Cell classes on the final placement:
(4 px per micron) Fill, decap, tap and diode cells in grey.
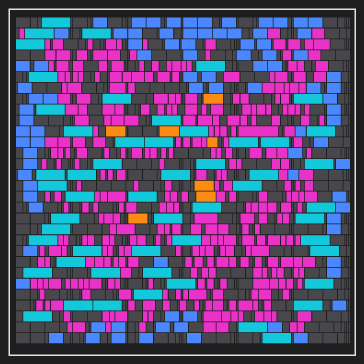
The metal 2 layer:
(4 px per micron)
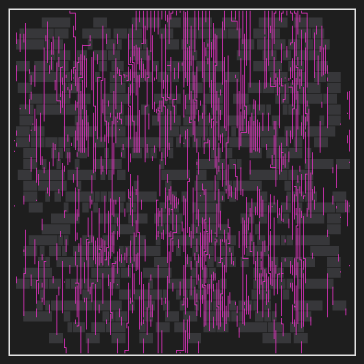
Routed clock nets over the placement:
(6 px per micron)
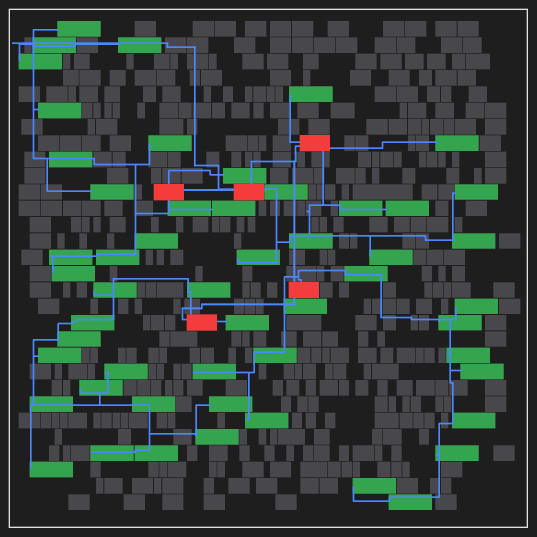
Clock nets:
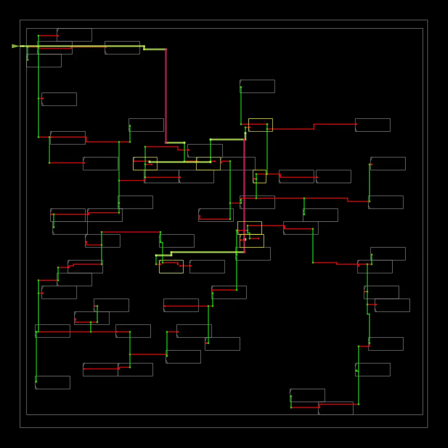
Pin placement:
(3 px per micron) Pins as bars across the die edge, other pins in grey.
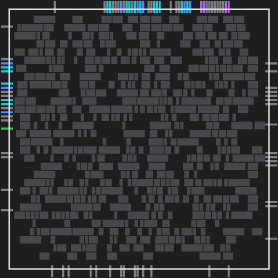
File: src/rtl/nano_run_monitor_if.sv
`default_nettype none
// ============================================================================
// Module   : nano_run_monitor_if
// Purpose  : Control, memory-snoop and status bundle for nano_run_monitor.
// Revision : 1.0 - initial release
// ============================================================================
interface nano_run_monitor_if #(
  parameter int DATA_WIDTH  = 8,
  parameter int ADDR_WIDTH  = 4,
  parameter int PC_WIDTH    = 8,
  parameter int CYCLE_WIDTH = 16,
  parameter int NUM_WATCH   = 2
);
  logic                            start;
  logic [PC_WIDTH-1:0]             pc;
  logic                            memWrite;
  logic [ADDR_WIDTH-1:0]           memAddress;
  logic [DATA_WIDTH-1:0]           memWriteData;
  logic [NUM_WATCH*ADDR_WIDTH-1:0] watchAddress;
  logic [NUM_WATCH*DATA_WIDTH-1:0] expectedData;
  logic                            cpuEnable;
  logic                            busy;
  logic                            done;
  logic                            timeout;
  logic                            halted;
  logic                            pass;
  logic [CYCLE_WIDTH-1:0]          cycleCount;
  logic [NUM_WATCH-1:0]            watchHit;
  logic [NUM_WATCH*DATA_WIDTH-1:0] watchData;

  modport master (
    output start, pc, memWrite, memAddress, memWriteData, watchAddress, expectedData,
    input  cpuEnable, busy, done, timeout, halted, pass, cycleCount, watchHit, watchData
  );

  modport slave (
    input  start, pc, memWrite, memAddress, memWriteData, watchAddress, expectedData,
    output cpuEnable, busy, done, timeout, halted, pass, cycleCount, watchHit, watchData
  );
endinterface
`default_nettype wire

File: src/rtl/nano_run_monitor.sv
`default_nettype none
// ============================================================================
// Module   : nano_run_monitor
// Purpose  : Gates the NanoRisc core, detects halt/timeout, checks watched writes.
// Revision : 1.0 - initial release
// ============================================================================
module nano_run_monitor #(
  parameter int DATA_WIDTH   = 8,
  parameter int ADDR_WIDTH   = 4,
  parameter int PC_WIDTH     = 8,
  parameter int CYCLE_WIDTH  = 16,
  parameter int MAX_CYCLES   = 70,
  parameter int NUM_WATCH    = 2,
  parameter int STALL_CYCLES = 4
) (
  input  wire logic               clock,
  input  wire logic               resetN,
  nano_run_monitor_if.slave       bus
);
  localparam int                     c_STALL_W = $clog2(STALL_CYCLES + 1);
  localparam logic [c_STALL_W-1:0]   c_STALL   = c_STALL_W'(STALL_CYCLES);
  localparam logic [CYCLE_WIDTH-1:0] c_MAX     = CYCLE_WIDTH'(MAX_CYCLES);

  typedef enum logic [1:0] {
    S_IDLE = 2'd0,
    S_RUN  = 2'd1,
    S_DONE = 2'd2
  } state_t;

  state_t                          r_state;
  state_t                          w_state_nxt;
  logic [CYCLE_WIDTH-1:0]          r_cycle;
  logic [CYCLE_WIDTH-1:0]          w_cycle_inc;
  logic [PC_WIDTH-1:0]             r_prev_pc;
  logic                            r_prev_valid;
  logic [c_STALL_W-1:0]            r_stall;
  logic [c_STALL_W-1:0]            w_stall_upd;
  logic                            w_halt_hit;
  logic                            w_budget_hit;
  logic [NUM_WATCH-1:0]            r_hit;
  logic [NUM_WATCH-1:0]            w_hit_nxt;
  logic [NUM_WATCH*DATA_WIDTH-1:0] r_data;
  logic [NUM_WATCH*DATA_WIDTH-1:0] w_data_nxt;
  logic                            w_all_match;
  logic                            r_busy;
  logic                            r_done;
  logic                            r_timeout;
  logic                            r_halted;
  logic                            r_pass;

  always_ff @(posedge clock) begin
    if (!resetN) r_state <= S_IDLE;
    else         r_state <= w_state_nxt;
  end

  always_comb begin
    w_state_nxt  = r_state;
    w_cycle_inc  = r_cycle + CYCLE_WIDTH'(1);
    w_stall_upd  = '0;
    w_hit_nxt    = r_hit;
    w_data_nxt   = r_data;
    w_all_match  = 1'b1;
    if (r_prev_valid && (bus.pc == r_prev_pc))
      w_stall_upd = (r_stall == c_STALL) ? r_stall : r_stall + c_STALL_W'(1);
    w_halt_hit   = (w_stall_upd == c_STALL);
    w_budget_hit = (w_cycle_inc == c_MAX);
    // Every channel matching the address captures, so shared addresses all update.
    if (r_state == S_RUN) begin
      for (int i = 0; i < NUM_WATCH; i++) begin
        if (bus.memWrite && (bus.memAddress == bus.watchAddress[i*ADDR_WIDTH +: ADDR_WIDTH])) begin
          w_hit_nxt[i]                         = 1'b1;
          w_data_nxt[i*DATA_WIDTH +: DATA_WIDTH] = bus.memWriteData;
        end
      end
    end
    for (int i = 0; i < NUM_WATCH; i++) begin
      if (!w_hit_nxt[i] ||
          (w_data_nxt[i*DATA_WIDTH +: DATA_WIDTH] != bus.expectedData[i*DATA_WIDTH +: DATA_WIDTH]))
        w_all_match = 1'b0;
    end
    case (r_state)
      S_IDLE, S_DONE: if (bus.start) w_state_nxt = S_RUN;
      S_RUN:          if (w_halt_hit || w_budget_hit) w_state_nxt = S_DONE;
      default:        w_state_nxt = S_IDLE;
    endcase
  end

  always_ff @(posedge clock) begin
    if (!resetN) begin
      r_cycle      <= '0;
      r_prev_pc    <= '0;
      r_prev_valid <= 1'b0;
      r_stall      <= '0;
      r_hit        <= '0;
      r_data       <= '0;
      r_busy       <= 1'b0;
      r_done       <= 1'b0;
      r_timeout    <= 1'b0;
      r_halted     <= 1'b0;
      r_pass       <= 1'b0;
    end else begin
      case (r_state)
        S_IDLE, S_DONE: begin
          if (bus.start) begin
            r_cycle      <= '0;
            r_prev_valid <= 1'b0;
            r_stall      <= '0;
            r_hit        <= '0;
            r_data       <= '0;
            r_busy       <= 1'b1;
            r_done       <= 1'b0;
            r_timeout    <= 1'b0;
            r_halted     <= 1'b0;
            r_pass       <= 1'b0;
          end
        end
        S_RUN: begin
          r_cycle      <= w_cycle_inc;
          r_prev_pc    <= bus.pc;
          r_prev_valid <= 1'b1;
          r_stall      <= w_stall_upd;
          r_hit        <= w_hit_nxt;
          r_data       <= w_data_nxt;
          // Halt takes priority when it coincides with budget exhaustion.
          if (w_halt_hit) begin
            r_halted <= 1'b1;
            r_busy   <= 1'b0;
            r_done   <= 1'b1;
            r_pass   <= w_all_match;
          end else if (w_budget_hit) begin
            r_timeout <= 1'b1;
            r_busy    <= 1'b0;
            r_done    <= 1'b1;
            r_pass    <= 1'b0;
          end
        end
        default: ;
      endcase
    end
  end

  assign bus.cpuEnable  = r_busy;
  assign bus.busy       = r_busy;
  assign bus.done       = r_done;
  assign bus.timeout    = r_timeout;
  assign bus.halted     = r_halted;
  assign bus.pass       = r_pass;
  assign bus.cycleCount = r_cycle;
  assign bus.watchHit   = r_hit;
  assign bus.watchData  = r_data;
endmodule
`default_nettype wire
File: src/flat_wrapper.sv
// flat-port wrapper written by rule: the top's interface ports become plain ports
module nano_run_monitor_flat 
#(
  parameter int DATA_WIDTH   = 8,
  parameter int ADDR_WIDTH   = 4,
  parameter int PC_WIDTH     = 8,
  parameter int CYCLE_WIDTH  = 16,
  parameter int MAX_CYCLES   = 70,
  parameter int NUM_WATCH    = 2,
  parameter int STALL_CYCLES = 4
)
  (clock, resetN, bus_start, bus_pc, bus_memWrite, bus_memAddress, bus_memWriteData, bus_watchAddress, bus_expectedData, bus_cpuEnable, bus_busy, bus_done, bus_timeout, bus_halted, bus_pass, bus_cycleCount, bus_watchHit, bus_watchData);
  nano_run_monitor_if #(.DATA_WIDTH(DATA_WIDTH), .ADDR_WIDTH(ADDR_WIDTH), .PC_WIDTH(PC_WIDTH), .CYCLE_WIDTH(CYCLE_WIDTH), .NUM_WATCH(NUM_WATCH)) bus_i ();
  input  wire logic clock;
  input  wire logic resetN;
  input wire logic [$bits(bus_i.start)-1:0] bus_start;
  input wire logic [$bits(bus_i.pc)-1:0] bus_pc;
  input wire logic [$bits(bus_i.memWrite)-1:0] bus_memWrite;
  input wire logic [$bits(bus_i.memAddress)-1:0] bus_memAddress;
  input wire logic [$bits(bus_i.memWriteData)-1:0] bus_memWriteData;
  input wire logic [$bits(bus_i.watchAddress)-1:0] bus_watchAddress;
  input wire logic [$bits(bus_i.expectedData)-1:0] bus_expectedData;
  output wire logic [$bits(bus_i.cpuEnable)-1:0] bus_cpuEnable;
  output wire logic [$bits(bus_i.busy)-1:0] bus_busy;
  output wire logic [$bits(bus_i.done)-1:0] bus_done;
  output wire logic [$bits(bus_i.timeout)-1:0] bus_timeout;
  output wire logic [$bits(bus_i.halted)-1:0] bus_halted;
  output wire logic [$bits(bus_i.pass)-1:0] bus_pass;
  output wire logic [$bits(bus_i.cycleCount)-1:0] bus_cycleCount;
  output wire logic [$bits(bus_i.watchHit)-1:0] bus_watchHit;
  output wire logic [$bits(bus_i.watchData)-1:0] bus_watchData;
  assign bus_i.start = bus_start;
  assign bus_i.pc = bus_pc;
  assign bus_i.memWrite = bus_memWrite;
  assign bus_i.memAddress = bus_memAddress;
  assign bus_i.memWriteData = bus_memWriteData;
  assign bus_i.watchAddress = bus_watchAddress;
  assign bus_i.expectedData = bus_expectedData;
  assign bus_cpuEnable = bus_i.cpuEnable;
  assign bus_busy = bus_i.busy;
  assign bus_done = bus_i.done;
  assign bus_timeout = bus_i.timeout;
  assign bus_halted = bus_i.halted;
  assign bus_pass = bus_i.pass;
  assign bus_cycleCount = bus_i.cycleCount;
  assign bus_watchHit = bus_i.watchHit;
  assign bus_watchData = bus_i.watchData;
  nano_run_monitor #(.DATA_WIDTH(DATA_WIDTH), .ADDR_WIDTH(ADDR_WIDTH), .PC_WIDTH(PC_WIDTH), .CYCLE_WIDTH(CYCLE_WIDTH), .MAX_CYCLES(MAX_CYCLES), .NUM_WATCH(NUM_WATCH), .STALL_CYCLES(STALL_CYCLES)) u_core (.clock(clock), .resetN(resetN), .bus(bus_i));
endmodule
File: config.mk
export PLATFORM = sky130hd
export DESIGN_NAME = nano_run_monitor_flat
export DESIGN_NICKNAME = d
export VERILOG_FILES = /design/src/rtl/nano_run_monitor_if.sv /design/src/rtl/nano_run_monitor.sv /design/src/flat_wrapper.sv
export SDC_FILE = /design/constraint.sdc
export NUM_CORES = 1
export LEC_CHECK = 0
export CORE_UTILIZATION = 45
export CTS_CLUSTER_SIZE = 14
export DETAILED_ROUTE_END_ITERATION = 12
export HOLD_SLACK_MARGIN = 0.15
export PLACE_DENSITY_LB_ADDON = 0.08
export SYNTH_ARGS = -nofsm -noshare
export SYNTH_HDL_FRONTEND = slang
export SYNTH_SLANG_ARGS = --single-unit
File: constraint.sdc
create_clock -name clock -period 6.5 [get_ports clock]
set_input_delay 1.3 -clock clock [delete_from_list [all_inputs] [get_ports clock]]
set_output_delay 1.3 -clock clock [all_outputs]
set_load 0.01 [all_outputs]
==> results.py <==
# Generated from Yosys and OpenROAD reports
metrics = {
    "outcome": {
        "status": "complete, no violations",
    },
    "final_layout": {
        "final_cell_count_no_fill": 586,
        "num-fill-cells": 641,
        "syn_to_final_growth_pct": 30.9,
        "most-common-layout-cells": "clkdlybuf4s50_1 (87), nor2_1 (57), dfxtp_1 (53)",
        "final_area_sq_mm": 0.00417,
    },
    "power": {
        "p_per_area_mw_per_mm2": 155,
        "ir_drop_uv": 115,
    },
    "logic_synthesis": {
        "xor_share": 0.0825,
        "numSynthFlops": 53,
        "yosysWarnings": 0,
        "ff_type": "dfxtp_1",
        "aoi_share": 0.215,
        "adder_share": 0.0157,
        "ys_area_sq_mm": 0.00318,
        "edf_count": 0,
        "synth.logic.top_family": "simple AND/OR/NAND/NOR gates",
        "ys_sh_simple": 0.276,
        "ys_cells": 417,
        "synth_cells": 417,
    },
    "flow_run": {
        "max_cap_viol_count": 0,
    },
    "route": {
        "viasPerCell": 5.49,
        "drt_pass1_iterations": 5,
        "dr_total_vias": 3219,
        "routed_wl_microns": 8870,
        "first_iter_violations": 252,
    },
    "place": {
        "port_buffers": 87,
        "post-place-ws_ns": 2.71,
        "dpl_cell_area_sq_mm": 0.00408,
        "dpl.hpwl_microns": 6450,
    },
    "global_route": {
        "grt_pass1_wl_microns": 14400,
        "grt_pass1_vias": 2995,
        "antenna_found_initial": 0,
        "grt_max_degree": 47,
    },
    "min_path": {
        "hp-start": "u_core.r_prev_pc[1]",
        "whs_endpoint": "u_core.r_prev_pc[1]",
        "min_path_type": "flip-flop to flip-flop",
    },
    "critical_path": {
        "path_cells": "clkdlybuf4s50_1 > xor2_1 > or4_4 > nor2_4 > mux2i_1 > xnor2_1 > nor4_1 > o2bb2ai_1",
        "timing.critical_path.from": "bus_memAddress[3]",
        "cp.arrival_ns": 3.71,
    },
    "die": {
        "die_y_microns": 86.1,
    },
    "cts": {
        "cts_tree": "built",
    },
    "final_timing": {
        "grt_setup_unrepaired": "false",
        "tightest_slew_ns": 0.905,
        "post-route-period-util": 0.533,
    },
}
-- 'cell classes on the final placement' (at the start) --
legend:
  clock drivers and dummy loads:
    colour: orange
    cells: 7
    share_of_their_area: 2.2%
  remaining buffers and delay cells:
    colour: blue
    cells: 89
    share_of_their_area: 22%
  combinational and other logic:
    colour: magenta
    cells: 341
    share_of_their_area: 50%
  sequential cells:
    colour: cyan
    cells: 53
    share_of_their_area: 26%
fraction of area in registers: 0.255
core area: 0.00683 sq mm

-- 'the metal 2 layer' (at the start) --
longest straight run: 28.9 microns
main direction: vertical
wire length on this layer: 4130 microns
nets with wire on the layer: 435

-- 'routed clock nets over the placement' (at the start) --
legend:
  clock drivers:
    colour: red
    count: 5
  flip-flops:
    colour: green
    count: 53
  clock wires:
    colour: blue
    length: 691 microns
flops lie: spread over the die
routed clock nets: 6

-- 'clock nets' (at the start) --
TritonCTS Buffers: 5
Worst Skew: 0.00648 ns
P_clk: 196 uW
# clock sinks: 53

-- 'pin placement' (at the start) --
legend:
  bus_expectedData:
    colour: cyan
    pins: 16
    direction: input
    edge: 11 top, 5 left
  bus_memWriteData:
    colour: blue
    pins: 8
    direction: input
    edge: 5 top, 3 left
  bus_halted:
    colour: green
    pins: 1
    direction: output
    edge: left
  bus_memAddress:
    colour: purple
    pins: 4
    direction: input
    edge: top

-- worst max-delay path: cells and delay by family --
kind            cells  cell delay, ns
simple gates        3            1.27
buf+inv             1            0.45
compound gates      1            0.14
xor+xnor            2            0.28
mux                 1            0.27
-- through the flow --
| step | total power, uW | utilization | hold slack (ns) |
|---|---|---|---|
| after floorplan | 400 | - | 0.440 |
| after global placement | 454 | 0.597 | 0.454 |
| after detailed placement | 456 | 0.597 | 0.460 |
| after CTS | 649 | 0.610 | 0.474 |
| after global routing | 674 | 0.610 | 0.493 |
| final | 645 | 0.610 | 0.470 |
-- final cells by class --
class	instances	share of cell area
tap	96	0.0288
sequential	53	0.255
clock inverter	1	0.00180
clock buffer	6	0.0198
multi-input combinational	324	0.467
timing repair buffer	89	0.213
inverter	17	0.0153
-- cells in the mapped netlist (all sizes together) (3+ instances only) --
cell     instances  area (sq um)
nand4            7          43.8
or2              5          31.3
xor2             7          61.3
a31oi            5          31.3
nor2            59           231
clkbuf          11          42.5
nand2           48           183
mux2i            6          60.1
o22ai            4          25.0
nor3             7          35.0
dfxtp           53          1060
xnor2           23           201
nor3b            3          22.5
ha               4          50.1
and3             5          31.3
a22oi           10          75.1
a21oi           43           215
o2bb2ai          3          26.3
buf             12          71.3
a221oi           3          26.3
nor4            10          68.8
and2             3          18.8
nor2b            5          31.3
o21ai           15          75.1
inv             17          63.8
nand3           14          70.1
-- kinds of logic after synthesis --
group | count (synthesis)
multiplexers | 7
flip-flops | 53
adder cells (fa/ha/maj) | 4
XOR/XNOR | 30
buffers and inverters | 40
AND-OR/OR-AND | 104
AND/OR/NAND/NOR | 179
-- sequential cells by signal (all words and copies together), names as in the netlist --
register and count:
u_core.bus.busy 1, u_core.bus.cycleCount 16, u_core.bus.done 1, u_core.bus.halted 1, u_core.bus.pass 1, u_core.bus.timeout 1, u_core.bus.watchData 16, u_core.bus.watchHit 2
u_core.r_prev_pc 8, u_core.r_prev_valid 1, u_core.r_stall 3, u_core.r_state 2
-- how the worst max path moves through the flow --
stage                            to  depth (start not counted)
floorplan           u_core.bus.pass                          7
detailed placement  u_core.bus.pass                          8
global route        u_core.bus.pass                          8
CTS                 u_core.bus.pass                          8
finish              u_core.bus.pass                          8
global placement    u_core.bus.pass                          8
-- routing by layer --
layer	track usage	part of all wire
met1	0.344	0.47
met2	0.396	0.47
met4	0.0439	0.0048
met5	0	0
met3	0.0385	0.063
-- power breakdown --
group	internal, uW	switching (uW)
logic	53.8	59.3
clock network	84.6	111
registers	330	5.49
Power and IR drop assume default switching activity.
